==> config.mk <==
export PLATFORM = sky130hd
export DESIGN_NAME = imem_bridge_flat
export DESIGN_NICKNAME = d
export VERILOG_FILES = /design/src/rtl/imem_bridge_pkg.sv /design/src/rtl/imem_bridge_if.sv /design/src/rtl/imem_bridge_line_fifo.sv /design/src/rtl/imem_bridge.sv /design/src/flat_wrapper.sv
export SDC_FILE = /design/constraint.sdc
export NUM_CORES = 1
export LEC_CHECK = 0
export ABC_AREA = 1
export CAP_MARGIN = 30
export CORE_ASPECT_RATIO = 0.6
export CORE_MARGIN = 10
export CORE_UTILIZATION = 51
export CTS_BUF_LIST = sky130_fd_sc_hd__clkbuf_8
export CTS_CLUSTER_DIAMETER = 50
export DETAILED_ROUTE_END_ITERATION = 12
export HOLD_SLACK_MARGIN = 0.03
export PLACE_DENSITY = 0.79
export SLEW_MARGIN = 20
export SYNTH_ARGS = -nofsm -noshare
export SYNTH_HDL_FRONTEND = slang
export SYNTH_SLANG_ARGS = --single-unit
export TNS_END_PERCENT = 20
==> constraint.sdc <==
create_clock -name clk -period 3.88 [get_ports clk]
set_input_delay 0.388 -clock clk [delete_from_list [all_inputs] [get_ports clk]]
set_output_delay 0.388 -clock clk [all_outputs]
set_load 0.02 [all_outputs]
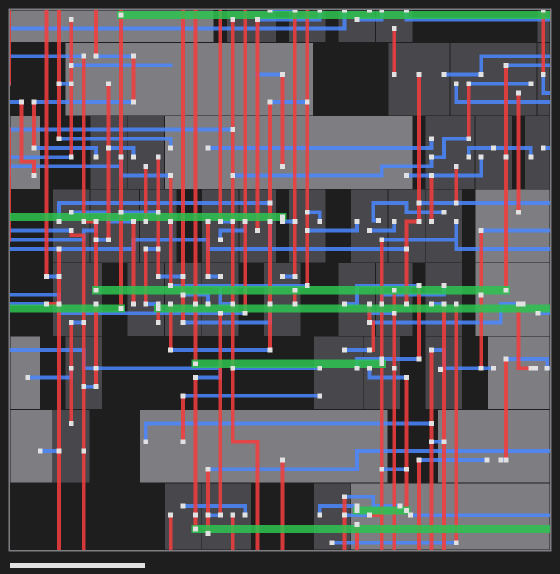
**Above:** run 1 (layout detail).
Bar = 5 µm. Window x 147 to 167, y 90 to 110 µm. Cells in gray, sequential cells in the stronger gray; small squares are vias.
color	layer
blue	met1
red	met2
green	met3
most frequent	nand2_1 (24), a21oi_1 (5), dfrtp_1 (3)
sequential cells in the window	4
cells with their middle in the window	36

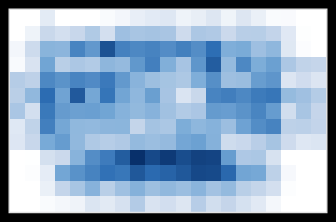
**Above:** run 1 (wire density map).
The die is cut into 21 by 13 equal tiles; white is low, dark blue is high, scaled to the fullest tile. Values are wire area over tile area, all layers added.
densest ninth of the die	south
nearly empty tiles	11%
emptiest ninth of the die	south-east
tiles over half the peak	30%
All-Layer GR Usage: 22.5%
Routed WL: 32.6 mm

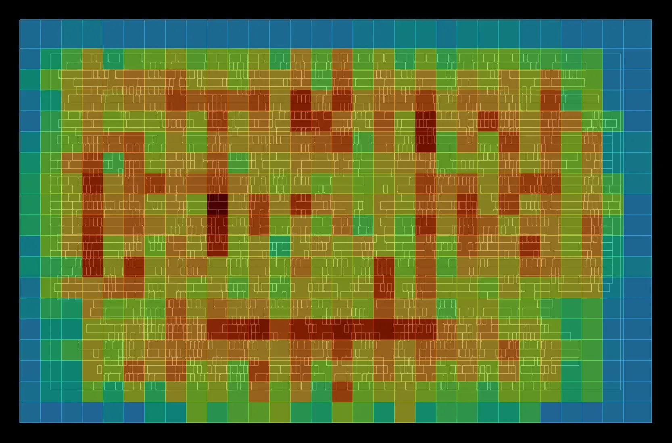
**Above:** run 1 (routing congestion).
global route hottest layer: met1
met3 capacity usage during global routing: 6.47%
met1 usage in global routing: 33.2%

==> out/qor.csv <==
stage,metric,value,unit
status,result of the run,completed,
yosys,Unique masters post-synth,30,
setup_path,Crit path max-delay family,simple AND/OR/NAND/NOR gates,
cts,clock tree from TritonCTS,done,
yosys,cell total in the yosys stat output,1309,
cts,CTS resizes,0,
timing,Final Slew Violations,0,
placement,routability cong.,1.01,
global_route,number of global-route vias before repair,8970,
timing,Fin Clk Skew,24.3,ps
route,top sig layer,met4,
route,wire length on met1,14.8,mm
setup_path,register-to-register setup slack,1220,ps
setup_path,cell with the largest stage delay on the worst path,clkdlybuf4s50_1,
setup_path,slowest cell delay on critical path,670,ps
run,Log Warnings,29,
power,worst vdd ir,0.452,mV
cts,Skew-Pair Late Insertion Delay,520,ps
route,Vias per Instance,5.35,
floorplan,Pre-Place Util,52.1,%
cells_and_area,max FFs per register,128,
global_route,final global-route overflow total,0,
timing,remaining max-slew budget at the tightest pin,46.7,%
timing,minimum clock period,3590,ps
cts,clock input transition at the sequential cells of the worst setup and hold paths,60,ps
timing,Finish-stage setup viols,0,
yosys,post-synth top area share,35.0,%
hold_path,Min-Delay Path Class,input port to async pin,
timing,final cycle utilization of the critical path,92.6,%
power,overall power,11.2,mW
yosys,synthesized flop and latch total,232,
setup_path,start-to-end type of the worst setup path,flip-flop to output port,
setup_path,cell seen most often among critical-path stages,nor2_1,
timing,Slew @ Worst Pin,799,ps
cts,clk buf depth,3,
cells_and_area,final-stage net count,1541,
setup_path,worst path bufs/invs,1,
floorplan,Horiz. Die Dim,209,µm
setup_path,worst-path fanout max,4,
setup_path,path depth of the worst reg2reg path,8,
floorplan,total die area,28000,µm²
timing,setup repair after global routing missed its margin,false,
global_route,first-pass GRT wire length,50.4,mm
cts,root buffer cell,clkbuf_8,
yosys,mean area per synthesized cell,8.39,µm²
yosys,instance tally after logic synthesis,1309,
cells_and_area,filler instances,1762,
yosys,dominant cell type by area after synthesis,edfxtp_1,
==> run 1: where the power goes <==
group          total (mW)  internal, mW  leakage, nW  switching [mW]
clock network        2.00          1.06        0.413           0.943
registers            3.78          3.41         2.50           0.373
logic                5.39          1.89         3.11            3.50
total                11.2          6.35         6.02            4.82
==> run 1: cells in the final DEF, fill, tap and decap left out, types with 7 or more instances in the layout <==
master and instances:
a21oi_1 126, nand3_1 15, edfxtp_1 128, buf_4 16
nand2_1 659, inv_1 58, clkdlybuf4s50_1 165, nand2_2 11
dfrtp_1 102, o21ai_0 30, nor2_1 78, clkbuf_8 42
nor3_1 7, a21oi_2 9
==> run 1: per-stage QoR <==
stage / setup WS (ps) / hold slack [ps] / setup TNS, ps / utilization [%] / instances
global placement: 917 / 468 / 0 / 61.0 / 1706
finish: 288 / 365 / 0 / 64.4 / 1772
global route: 86.6 / 407 / 0 / 64.4 / 1772
floorplan: -390 / 453 / -49970 / - / 1310
detailed placement: 871 / 470 / 0 / 61.0 / 1706
CTS: 325 / 392 / 0 / 64.3 / 1771
==> run 1: cell families (layout without fill, tap and decap cells) <==
group | after synthesis | in the layout | synth area share, %
compound gates | 168 | 168 | 7.99
simple gates | 781 | 781 | 27.4
other cells | 1 | 3 | 0.0341
flops | 232 | 232 | 58.7
fa+ha+maj | 6 | 6 | 0.752
buf+inv | 116 | 298 | 4.75
xor+xnor | 5 | 5 | 0.399
==> run 1: layout make-up <==
class / instances / area [µm²] / share of cell area [%]
Tap cell: 279 / 349 / 2.57
Timing Repair Buffer: 184 / 1830 / 13.5
Antenna cell: 1 / 2.50 / 0.0184
Sequential cell: 232 / 6450 / 47.5
Inverter: 49 / 188 / 1.38
Clock buffer: 42 / 578 / 4.26
Clock inverter: 23 / 124 / 0.913
Multi-Input combinational cell: 962 / 4050 / 29.8
Power figures rest on the tool's default switching activity, not on a simulated workload.
